### Sequential cells colored by netlist name

Bar = 20 µm.
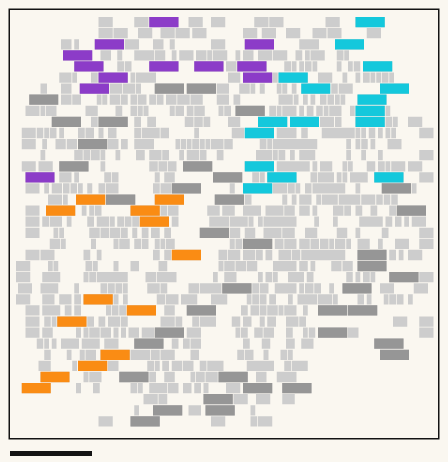
### Gate-type map

Bar = 20 µm.
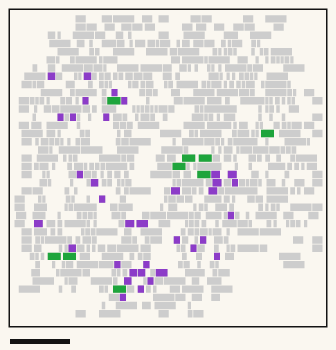
### Routing congestion

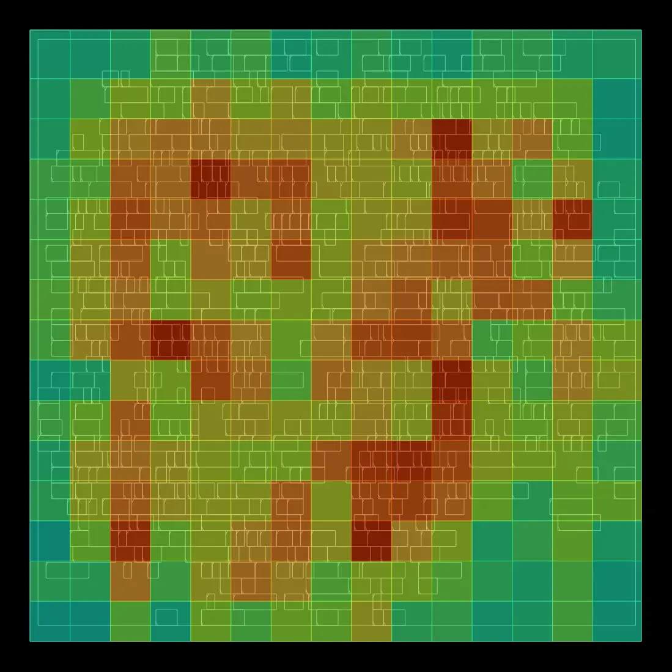
### Layout detail

Bar = 5 µm. Region (42, 63) to (62, 83) µm. Cells in gray, sequential cells in the stronger gray; small squares are vias.
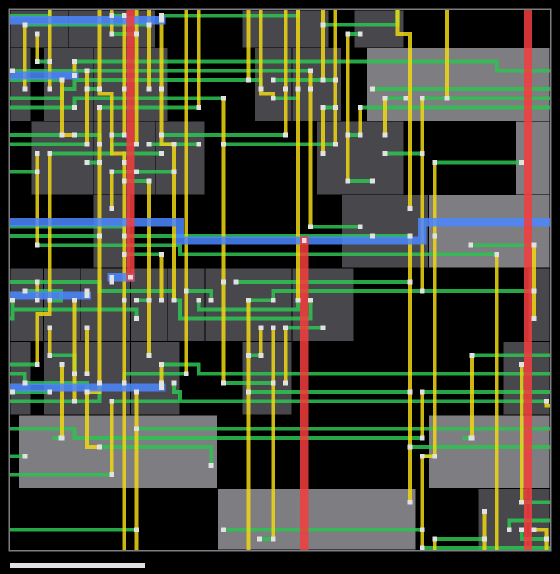
$ cat src/rtl/mcoc_dump_def.sv
// Shared constants for the hex-dump transmitter: ASCII characters and FSM encodings.
package mcoc_dump_def;

  localparam logic [7:0] CHR_LF  = 8'h0a;
  localparam logic [7:0] CHR_SPC = 8'h20;
  localparam logic [7:0] CHR_ATM = 8'h40;

  localparam logic [2:0] ST_IDLE = 3'd0;
  localparam logic [2:0] ST_HDR  = 3'd1;
  localparam logic [2:0] ST_RD   = 3'd2;
  localparam logic [2:0] ST_CAP  = 3'd3;
  localparam logic [2:0] ST_WHEX = 3'd4;
  localparam logic [2:0] ST_SEP  = 3'd5;
  localparam logic [2:0] ST_FIN  = 3'd6;

endpackage

$ cat src/rtl/mcoc_hex_nib.sv
// Nibble to lowercase ASCII hex digit.
module mcoc_hex_nib (
  input  logic [3:0] i_nib,
  output logic [7:0] o_chr_c
);

  assign o_chr_c = (i_nib < 4'd10) ? (8'h30 + 8'(i_nib)) : (8'h57 + 8'(i_nib));

endmodule

$ cat src/rtl/mcoc_rom_dump.sv
// Memory range hex-dump transmitter: emits "@addr\n" then hex words in loader text format.
module mcoc_rom_dump
  import mcoc_dump_def::*;
#(
  parameter int unsigned AW  = 12,
  parameter int unsigned WPL = 8
) (
  input  logic          clk,
  input  logic          rst,
  input  logic          start,
  input  logic [AW-1:0] start_adr,
  input  logic [AW:0]   word_cnt,
  input  logic          abort,
  output logic          busy,
  output logic          done,
  output logic [AW-1:0] mem_adr,
  output logic          mem_re,
  input  logic [15:0]   mem_dat,
  output logic [7:0]    tx_dat,
  output logic          tx_vld,
  input  logic          tx_rdy
);

  localparam int unsigned LW = 8;
  localparam logic [AW:0] CNT_ONE = {{AW{1'b0}}, 1'b1};

  logic [2:0]    r_state, w_state_nxt;
  logic [AW-1:0] r_adr, w_adr_nxt;
  logic [AW:0]   r_rem, w_rem_nxt;
  logic [LW-1:0] r_line, w_line_nxt;
  logic [15:0]   r_hold, w_hold_nxt;
  logic [2:0]    r_idx, w_idx_nxt;
  logic          r_tx_vld, w_tx_vld_nxt;
  logic [7:0]    r_tx_dat, w_tx_dat_nxt;
  logic          r_busy, w_busy_nxt;
  logic          r_done, w_done_nxt;
  logic          r_mem_re, w_mem_re_nxt;
  logic [AW-1:0] r_mem_adr, w_mem_adr_nxt;

  logic [15:0]   w_src;
  logic [1:0]    w_dig;
  logic [3:0]    w_nib;
  logic [7:0]    w_chr;
  logic          w_xfer;
  logic          w_sep_lf;
  logic [AW-1:0] w_adr_inc;

  assign w_xfer    = r_tx_vld && tx_rdy;
  assign w_sep_lf  = (r_line == LW'(WPL - 1)) || (r_rem == CNT_ONE);
  assign w_adr_inc = r_adr + AW'(1);

  // Digit source: address in the header, incoming read data while capturing, hold register otherwise.
  always_comb begin
    w_src = r_hold;
    w_dig = 2'd0;
    case (r_state)
      ST_HDR: begin
        w_src = 16'(r_adr);
        w_dig = r_idx[1:0];
      end
      ST_CAP:  w_src = mem_dat;
      ST_WHEX: w_dig = r_idx[1:0] + 2'd1;
      default: ;
    endcase
    case (w_dig)
      2'd0:    w_nib = w_src[15:12];
      2'd1:    w_nib = w_src[11:8];
      2'd2:    w_nib = w_src[7:4];
      default: w_nib = w_src[3:0];
    endcase
  end

  mcoc_hex_nib u_hex_nib (
    .i_nib   (w_nib),
    .o_chr_c (w_chr)
  );

  // Next-state and next-output logic; tx_dat is reloaded only on transfer so it holds under back-pressure.
  always_comb begin
    w_state_nxt   = r_state;
    w_adr_nxt     = r_adr;
    w_rem_nxt     = r_rem;
    w_line_nxt    = r_line;
    w_hold_nxt    = r_hold;
    w_idx_nxt     = r_idx;
    w_tx_vld_nxt  = r_tx_vld;
    w_tx_dat_nxt  = r_tx_dat;
    w_busy_nxt    = r_busy;
    w_done_nxt    = 1'b0;
    w_mem_re_nxt  = 1'b0;
    w_mem_adr_nxt = r_mem_adr;
    case (r_state)
      ST_IDLE: begin
        if (start) begin
          if (word_cnt == '0) begin
            w_state_nxt = ST_FIN;
            w_done_nxt  = 1'b1;
          end else begin
            w_state_nxt  = ST_HDR;
            w_adr_nxt    = start_adr;
            w_rem_nxt    = word_cnt;
            w_line_nxt   = '0;
            w_idx_nxt    = 3'd0;
            w_busy_nxt   = 1'b1;
            w_tx_vld_nxt = 1'b1;
            w_tx_dat_nxt = CHR_ATM;
          end
        end
      end
      ST_HDR: begin
        if (w_xfer) begin
          if (r_idx == 3'd5) begin
            w_tx_vld_nxt  = 1'b0;
            w_state_nxt   = ST_RD;
            w_mem_re_nxt  = 1'b1;
            w_mem_adr_nxt = r_adr;
          end else begin
            w_idx_nxt    = r_idx + 3'd1;
            w_tx_dat_nxt = (r_idx == 3'd4) ? CHR_LF : w_chr;
          end
        end
      end
      ST_RD: w_state_nxt = ST_CAP;
      ST_CAP: begin
        w_hold_nxt   = mem_dat;
        w_idx_nxt    = 3'd0;
        w_tx_vld_nxt = 1'b1;
        w_tx_dat_nxt = w_chr;
        w_state_nxt  = ST_WHEX;
      end
      ST_WHEX: begin
        if (w_xfer) begin
          if (r_idx == 3'd3) begin
            w_tx_dat_nxt = w_sep_lf ? CHR_LF : CHR_SPC;
            w_state_nxt  = ST_SEP;
          end else begin
            w_idx_nxt    = r_idx + 3'd1;
            w_tx_dat_nxt = w_chr;
          end
        end
      end
      ST_SEP: begin
        if (w_xfer) begin
          w_tx_vld_nxt = 1'b0;
          w_adr_nxt    = w_adr_inc;
          w_rem_nxt    = r_rem - CNT_ONE;
          w_line_nxt   = w_sep_lf ? '0 : (r_line + LW'(1));
          if (r_rem == CNT_ONE) begin
            w_state_nxt = ST_FIN;
            w_busy_nxt  = 1'b0;
            w_done_nxt  = 1'b1;
          end else begin
            w_state_nxt   = ST_RD;
            w_mem_re_nxt  = 1'b1;
            w_mem_adr_nxt = w_adr_inc;
          end
        end
      end
      ST_FIN:  w_state_nxt = ST_IDLE;
      default: w_state_nxt = ST_IDLE;
    endcase
    if (abort && (r_state != ST_IDLE) && (r_state != ST_FIN)) begin
      w_state_nxt  = ST_FIN;
      w_tx_vld_nxt = 1'b0;
      w_busy_nxt   = 1'b0;
      w_done_nxt   = 1'b1;
      w_mem_re_nxt = 1'b0;
    end
  end

  always_ff @(posedge clk) begin
    if (rst) begin
      r_state   <= ST_IDLE;
      r_adr     <= '0;
      r_rem     <= '0;
      r_line    <= '0;
      r_hold    <= '0;
      r_idx     <= '0;
      r_tx_vld  <= 1'b0;
      r_tx_dat  <= '0;
      r_busy    <= 1'b0;
      r_done    <= 1'b0;
      r_mem_re  <= 1'b0;
      r_mem_adr <= '0;
    end else begin
      r_state   <= w_state_nxt;
      r_adr     <= w_adr_nxt;
      r_rem     <= w_rem_nxt;
      r_line    <= w_line_nxt;
      r_hold    <= w_hold_nxt;
      r_idx     <= w_idx_nxt;
      r_tx_vld  <= w_tx_vld_nxt;
      r_tx_dat  <= w_tx_dat_nxt;
      r_busy    <= w_busy_nxt;
      r_done    <= w_done_nxt;
      r_mem_re  <= w_mem_re_nxt;
      r_mem_adr <= w_mem_adr_nxt;
    end
  end

  assign busy    = r_busy;
  assign done    = r_done;
  assign mem_adr = r_mem_adr;
  assign mem_re  = r_mem_re;
  assign tx_dat  = r_tx_dat;
  assign tx_vld  = r_tx_vld;

endmodule

$ cat config.mk
export PLATFORM = sky130hd
export DESIGN_NAME = mcoc_rom_dump
export DESIGN_NICKNAME = d
export VERILOG_FILES = /design/src/rtl/mcoc_dump_def.sv /design/src/rtl/mcoc_hex_nib.sv /design/src/rtl/mcoc_rom_dump.sv
export SDC_FILE = /design/constraint.sdc
export NUM_CORES = 1
export LEC_CHECK = 0
export CAP_MARGIN = 5
export CORE_UTILIZATION = 45
export DETAILED_ROUTE_END_ITERATION = 12
export PLACE_DENSITY = 0.68
export RECOVER_POWER = 25
export SLEW_MARGIN = 10
export SYNTH_ARGS = -nofsm -noshare
export SYNTH_HDL_FRONTEND = slang
export SYNTH_HIERARCHICAL = 1
export SYNTH_SLANG_ARGS = --single-unit
$ cat constraint.sdc
create_clock -name clk -period 7.05 [get_ports clk]
set_clock_uncertainty 0.2 [all_clocks]
set_input_delay 0.705 -clock clk [delete_from_list [all_inputs] [get_ports clk]]
set_output_delay 0.705 -clock clk [all_outputs]
set_load 0.02 [all_outputs]
==> results.sh <==
# implementation run metrics
export IMPL_report_final_slew_viol_count=72
export IMPL_bufAreaShareNonClock_pct=12.71
export IMPL_rows=37
export IMPL_seq_area_um2=1582
export IMPL_cts_buffer_depth=2
export IMPL_synth_warnings=6
export IMPL_crit_fanout=71
export IMPL_whs_ns=0.2537
export IMPL_p_sw_share_pct=45.15
export IMPL_port_buffers=69
export IMPL_failed_checks="capacitance limit, slew limit"
export IMPL_crit_end="r_line[3]$_SDFFE_PP0P_"
export IMPL_cap_violations=1
export IMPL_post_cts_buffers=0
export IMPL_insertion_delay_ns=0.37
export IMPL_syn_nets=671
export IMPL_status="finished with violations"
export IMPL_drive_above_1_share_pct=8.194
export IMPL_ff_count=79
export IMPL_p_comb_share_pct=46.8
export IMPL_worstMarginPinSlew_ns=3.334
export IMPL_final_area_um2=5660
export IMPL_antennaDiodeCount=0
export IMPL_synth_stat_cells=616
export IMPL_grt_max_degree=72
export IMPL_core_um2=10320
export IMPL_yosys_stat_area_um2=4771
export IMPL_ys_seq_elements=79
export IMPL_setup_viol=0
export IMPL_critical_path_cell_count=4
export IMPL_tap_cells=136
export IMPL_syn2layout_area_growth_pct=18.65
export IMPL_clock_area_share_pct=4.023
export IMPL_inverters=11
export IMPL_gp_congestion=0.9084
export IMPL_top_area_cell="dfxtp_1"
export IMPL_nMultiInputCombCells=479
export IMPL_power_ir_vdd_worst_mv=0.1929
export IMPL_dr_first_iter_drc_count=322
export IMPL_wirelength_um=12860
export IMPL_yosys_top_cells_count="nand2_1 (100), dfxtp_1 (79), a21oi_1 (66), nor2_1 (55), o21ai_0 (36)"
export IMPL_synthDistinctLibCells=64
export IMPL_top_power_group="combinational logic"
export IMPL_synth_area_per_cell_um2=7.745
Back to the opening pictures, 'Sequential cells colored by netlist name':
legend:
  `mem_adr`:
    color: purple
    placed_flops: 12
  `r_hold`:
    color: cyan
    placed_flops: 16
    where: north-east
  `r_rem`:
    color: orange
    placed_flops: 13
Seq power: 0.692 mW
flop share of the area: 27.94%

Back to the opening pictures, 'Gate-type map':
legend:
  and/or cells:
    color: purple
    cells: 35
  fa/ha/maj cells:
    color: green
    cells: 9
most used logic cell in the final layout: nand2_1
Layout Cells excl Fill: 795
Comb/total area: 51.59%

Back to the opening pictures, 'Routing congestion':
routed len/inst: 16.18 µm
GRT Util Overall: 23.98%
Finished Core Util: 54.83%

Back to the opening pictures, 'Layout detail':
legend:
  metal 2:
    color: yellow
  metal 4:
    color: red
  metal 1:
    color: green
  metal 3:
    color: blue
cells with their middle in the window: 32
most frequent: nand2_1 (5), a21oi_1 (5), dfxtp_1 (5)
sequential cells in the window: 5
netlist names of flops here include: `r_adr` (3), `r_hold` (2)

layer usage:
metal / track usage (%) / wire length (µm)
met1: 31.83 / 5841
met2: 38.41 / 5946
met3: 5.178 / 794
met4: 8.249 / 278
met5: 0 / 0
cells by family after synthesis:
family / after synthesis / share of synthesized area (%)
buffers and inverters: 58 / 5.638
AOI/OAI and AO/OA: 192 / 26.83
adders and majority gates: 9 / 2.360
xor gates and xnor gates: 9 / 1.810
DFF: 79 / 33.15
muxes: 16 / 4.511
other: 2 / 0.1574
and+or+nand+nor: 251 / 25.54
registers in the layout (all words and copies together), names as in the netlist, 3 cells and up:
name,cells
mem_adr,12
r_adr,12
r_hold,16
r_idx,3
r_line,8
r_rem,13
r_state,3
tx_dat,8
Power figures rest on the tool's default switching activity, not on a simulated workload.
